**src/rtl/csr_pkg.sv**
```systemverilog
// Shared definitions for the machine-mode trap sequencer:
// CSR addresses, bit positions, cause codes and FSM states.
package csr_pkg;

    localparam logic [11:0] CSR_MSTATUS = 12'h300;
    localparam logic [11:0] CSR_MIE     = 12'h304;
    localparam logic [11:0] CSR_MTVEC   = 12'h305;
    localparam logic [11:0] CSR_MEPC    = 12'h341;
    localparam logic [11:0] CSR_MCAUSE  = 12'h342;
    localparam logic [11:0] CSR_MIP     = 12'h344;

    localparam int MSTATUS_MIE  = 3;
    localparam int MSTATUS_MPIE = 7;
    localparam int MIP_MTIP     = 7;
    localparam int MIP_MEIP     = 11;

    localparam logic [31:0] MIE_WMASK = 32'h0000_0880;

    localparam logic [3:0] CAUSE_MEI = 4'd11;
    localparam logic [3:0] CAUSE_MTI = 4'd7;

    typedef enum logic [1:0] {
        ST_IDLE,
        ST_TRAP,
        ST_RET,
        ST_DRAIN
    } trap_state_e;

endpackage

```
**src/rtl/trap_csr_regs.sv**
```systemverilog
// Machine-mode CSR storage, read mux and write masking.
// Trap entry and mret updates win over a same-edge CSR write.
module trap_csr_regs
    import csr_pkg::*;
#(
    parameter logic [31:0] MTVEC_RESET = 32'h0000_0100
) (
    input  logic        clk_i,
    input  logic        rst_i,
    input  logic        we_i,
    input  logic [11:0] addr_i,
    input  logic [31:0] wdata_i,
    output logic [31:0] rdata_o,
    input  logic        ext_irq_i,
    input  logic        timer_irq_i,
    input  logic        trap_i,
    input  logic [31:0] trap_pc_i,
    input  logic        mret_i,
    output logic        pending_o,
    output logic [31:0] mtvec_o,
    output logic [31:0] mepc_o
);

    logic        mstat_mie_q, mstat_mie_d;
    logic        mpie_q, mpie_d;
    logic [31:0] mie_q, mie_d;
    logic [31:0] mtvec_q, mtvec_d;
    logic [31:0] mepc_q, mepc_d;
    logic [31:0] mcause_q, mcause_d;
    logic [31:0] mip;
    logic [31:0] irq;
    logic [3:0]  code;

    always_comb begin
        mip = '0;
        mip[MIP_MEIP] = ext_irq_i;
        mip[MIP_MTIP] = timer_irq_i;
    end

    assign irq       = mie_q & mip;
    assign pending_o = mstat_mie_q & (|irq);
    assign code      = irq[MIP_MEIP] ? CAUSE_MEI : CAUSE_MTI;
    assign mtvec_o   = mtvec_q;
    assign mepc_o    = mepc_q;

    always_comb begin
        mstat_mie_d = mstat_mie_q;
        mpie_d      = mpie_q;
        mie_d       = mie_q;
        mtvec_d     = mtvec_q;
        mepc_d      = mepc_q;
        mcause_d    = mcause_q;
        if (we_i) begin
            case (addr_i)
                CSR_MSTATUS: begin
                    mstat_mie_d = wdata_i[MSTATUS_MIE];
                    mpie_d      = wdata_i[MSTATUS_MPIE];
                end
                CSR_MIE:    mie_d    = wdata_i & MIE_WMASK;
                CSR_MTVEC:  mtvec_d  = wdata_i & ~32'h3;
                CSR_MEPC:   mepc_d   = wdata_i & ~32'h3;
                CSR_MCAUSE: mcause_d = wdata_i;
                default: ;
            endcase
        end
        if (trap_i) begin
            mepc_d      = trap_pc_i & ~32'h3;
            mcause_d    = {1'b1, 27'b0, code};
            mpie_d      = mstat_mie_q;
            mstat_mie_d = 1'b0;
        end else if (mret_i) begin
            mstat_mie_d = mpie_q;
            mpie_d      = 1'b1;
        end
    end

    always_ff @(posedge clk_i) begin
        if (rst_i) begin
            mstat_mie_q <= 1'b0;
            mpie_q      <= 1'b0;
            mie_q       <= '0;
            mtvec_q     <= MTVEC_RESET & ~32'h3;
            mepc_q      <= '0;
            mcause_q    <= '0;
        end else begin
            mstat_mie_q <= mstat_mie_d;
            mpie_q      <= mpie_d;
            mie_q       <= mie_d;
            mtvec_q     <= mtvec_d;
            mepc_q      <= mepc_d;
            mcause_q    <= mcause_d;
        end
    end

    always_comb begin
        rdata_o = '0;
        case (addr_i)
            CSR_MSTATUS: begin
                rdata_o[12:11]        = 2'b11;
                rdata_o[MSTATUS_MPIE] = mpie_q;
                rdata_o[MSTATUS_MIE]  = mstat_mie_q;
            end
            CSR_MIE:    rdata_o = mie_q;
            CSR_MTVEC:  rdata_o = mtvec_q;
            CSR_MEPC:   rdata_o = mepc_q;
            CSR_MCAUSE: rdata_o = mcause_q;
            CSR_MIP:    rdata_o = mip;
            default:    rdata_o = '0;
        endcase
    end

endmodule

```
**src/rtl/trap_controller.sv**
```systemverilog
// Machine-mode interrupt/trap sequencer: drives the E-stage flush
// and the fetch redirect for trap entry and mret.
module trap_controller
    import csr_pkg::*;
#(
    parameter logic [31:0] MTVEC_RESET  = 32'h0000_0100,
    parameter int unsigned DRAIN_CYCLES = 2
) (
    input  logic        clk,
    input  logic        rst,
    input  logic        ext_irq,
    input  logic        timer_irq,
    input  logic [31:0] PCD,
    input  logic        ValidD,
    input  logic        PCSrcE,
    input  logic        returnE,
    input  logic        csr_we,
    input  logic [11:0] csr_addr,
    input  logic [31:0] csr_wdata,
    output logic [31:0] csr_rdata,
    output logic        Int_flush,
    output logic        TrapRedirect,
    output logic [31:0] TrapPC
);

    localparam logic [2:0] CNT_LAST = 3'(DRAIN_CYCLES - 1);

    trap_state_e state_q, state_d;
    logic [2:0]  cnt_q, cnt_d;
    logic        pending;
    logic        take;
    logic        ret;
    logic        we;
    logic [31:0] mtvec;
    logic [31:0] mepc;

    assign we   = csr_we & (state_q != ST_DRAIN);
    assign ret  = (state_q == ST_IDLE) & returnE;
    assign take = (state_q == ST_IDLE) & pending & ValidD
                & ~PCSrcE & ~returnE & ~csr_we;

    trap_csr_regs #(
        .MTVEC_RESET(MTVEC_RESET)
    ) u_csr (
        .clk_i      (clk),
        .rst_i      (rst),
        .we_i       (we),
        .addr_i     (csr_addr),
        .wdata_i    (csr_wdata),
        .rdata_o    (csr_rdata),
        .ext_irq_i  (ext_irq),
        .timer_irq_i(timer_irq),
        .trap_i     (take),
        .trap_pc_i  (PCD),
        .mret_i     (ret),
        .pending_o  (pending),
        .mtvec_o    (mtvec),
        .mepc_o     (mepc)
    );

    always_ff @(posedge clk) begin
        if (rst) begin
            state_q <= ST_IDLE;
            cnt_q   <= '0;
        end else begin
            state_q <= state_d;
            cnt_q   <= cnt_d;
        end
    end

    always_comb begin
        state_d      = state_q;
        cnt_d        = cnt_q;
        Int_flush    = 1'b0;
        TrapRedirect = 1'b0;
        TrapPC       = '0;
        case (state_q)
            ST_IDLE: begin
                if (ret) state_d = ST_RET;
                else if (take) state_d = ST_TRAP;
            end
            ST_TRAP: begin
                Int_flush    = 1'b1;
                TrapRedirect = 1'b1;
                TrapPC       = mtvec;
                cnt_d        = '0;
                state_d      = ST_DRAIN;
            end
            ST_RET: begin
                Int_flush    = 1'b1;
                TrapRedirect = 1'b1;
                TrapPC       = mepc;
                cnt_d        = '0;
                state_d      = ST_DRAIN;
            end
            ST_DRAIN: begin
                Int_flush = 1'b1;
                cnt_d     = cnt_q + 3'd1;
                if (cnt_q == CNT_LAST) state_d = ST_IDLE;
            end
            default: state_d = ST_IDLE;
        endcase
    end

endmodule

```
**config.mk**
```make
export PLATFORM = sky130hd
export DESIGN_NAME = trap_controller
export DESIGN_NICKNAME = d
export VERILOG_FILES = /design/src/rtl/csr_pkg.sv /design/src/rtl/trap_csr_regs.sv /design/src/rtl/trap_controller.sv
export SDC_FILE = /design/constraint.sdc
export NUM_CORES = 1
export LEC_CHECK = 0
export CORE_ASPECT_RATIO = 1.2
export CORE_MARGIN = 3
export CORE_UTILIZATION = 47
export DETAILED_ROUTE_END_ITERATION = 12
export PLACE_DENSITY = 0.78
export SETUP_SLACK_MARGIN = 0.05
export SLEW_MARGIN = 20
export SYNTH_ARGS = -nofsm -noshare
export SYNTH_HDL_FRONTEND = slang
export SYNTH_SLANG_ARGS = --single-unit
```
**constraint.sdc**
```tcl
create_clock -name clk -period 7.5 [get_ports clk]
set_input_delay 2.25 -clock clk [delete_from_list [all_inputs] [get_ports clk]]
set_output_delay 2.25 -clock clk [all_outputs]
set_load 0.02 [all_outputs]
```
==> images/m1.png <==
Cells faint in the background.
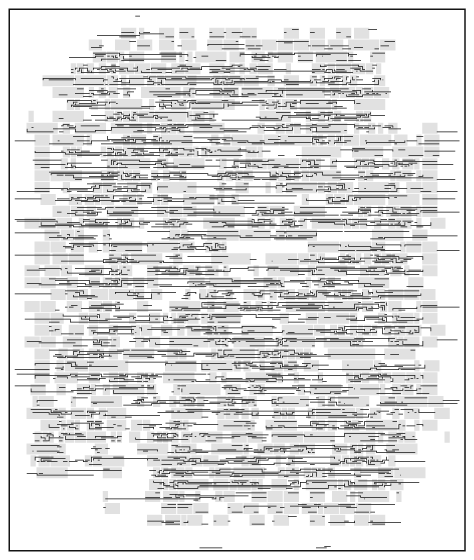
longest straight run: 28.5 um
wire length on this layer: 7,660 um
main direction: horizontal
total number of vias: 6,111
drt total wl: 19,510 um
M1 GR Usage: 0.3664

==> images/m2.png <==
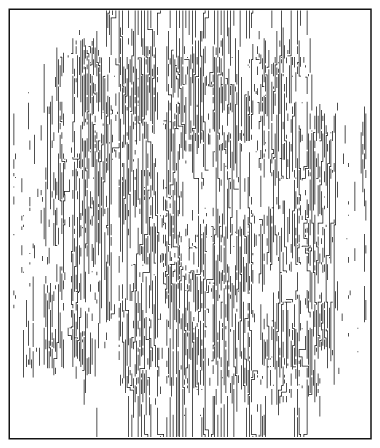
main direction: vertical
wire length on this layer: 9,550 um
nets with wire on the layer: 735
met2 track utilization from global routing: 0.4996

==> images/m4.png <==
Cells faint in the background.
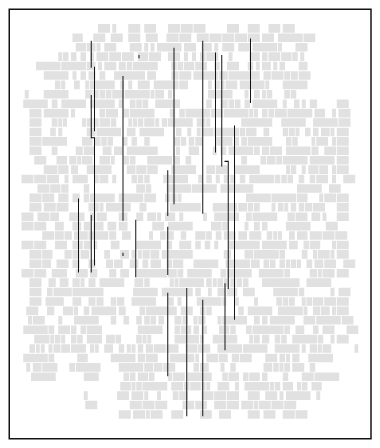
main direction: vertical
share of all routed wire: 3.0%
wire length on this layer: 579 um

==> impl_metrics.tcl <==
# flow metrics
set metrics [dict create \
    dpl-instance-area_um2 6915 \
    final_layout_top_logic_cells "sky130_fd_sc_hd__clkdlybuf4s50_1, sky130_fd_sc_hd__dfxtp_1, sky130_fd_sc_hd__nor2_1, sky130_fd_sc_hd__o21ai_0, sky130_fd_sc_hd__nand3_1" \
    worst_r2r_startpoint "state_q[1]" \
    synthesis.area_per_instance_um2 7.708 \
    yosys_area_um2 5419 \
    num-multi-input-gates 522 \
    crit_type "input port to output port" \
    ant_nets 0 \
    max_flop_register "u_csr.mcause_q" \
    cts_resized 0 \
    reg2regPathDepth 7 \
    muxShareOfSynthArea 0.002078 \
    max_clk_rate_mhz 140.7 \
    regArea_um2 2022 \
    seq_cell_power_mw 0.552 \
    p_int_mw 0.8980 \
    antenna_violations_before_repair 1 \
    first_global_vias 6114 \
    critPathLaunch "csr_addr[6]" \
    dpl.cell_count 949 \
    grt_pass1_wl_um 30920 \
    leakage_power_nw 2.329 \
    timing.setup.tns_ns 0 \
    combinationalPowerShare 0.230 \
    global_route.usage.met3 0.04562 \
    setup_viol 0 \
    wl_met2_um 9551 \
    synth_seq_share 0.3731 \
    top_area_cell_class "logic gates" \
    post_synth_simple_gate_area 0.2468 \
    outcome "finished, final reports clean" \
    worstReg2RegEnd "u_csr.mcause_q[27]" \
    post_synth_tally_of_flip_flops_with_integrated_enable 0 \
    synthToLayoutAreaGrowth_pct 32.97 \
    first_iter_violations 589 \
    post_cts_buffers 0 \
    log.warning_count 32 \
    synthesized_cell_area_um2 5419 \
    routabilityCongestion 0.8836 \
    number_of_buffers_outside_the_clock_class_in_the_layout 165 \
    buf_share 0.2216 \
    synth.yosys.num_cells 703 \
    ffs_w_async_s_r_synth 0 \
    leading_register_cell_type_out_of_synthesis "sky130_fd_sc_hd__dfxtp_1" \
    post-route-period-util 0.9478 \
    post_cts_hold_buffer_count 0 \
    ioPinCount 150 \
    die.size.x_um 104.0 \
    setup_slack_ns 0.3917 \
    area.share.combinational 0.4272 \
    largest_net_degree_at_the_start_of_global_routing 75 \
    post-synth-top-count-cell "sky130_fd_sc_hd__dfxtp_1" \
]
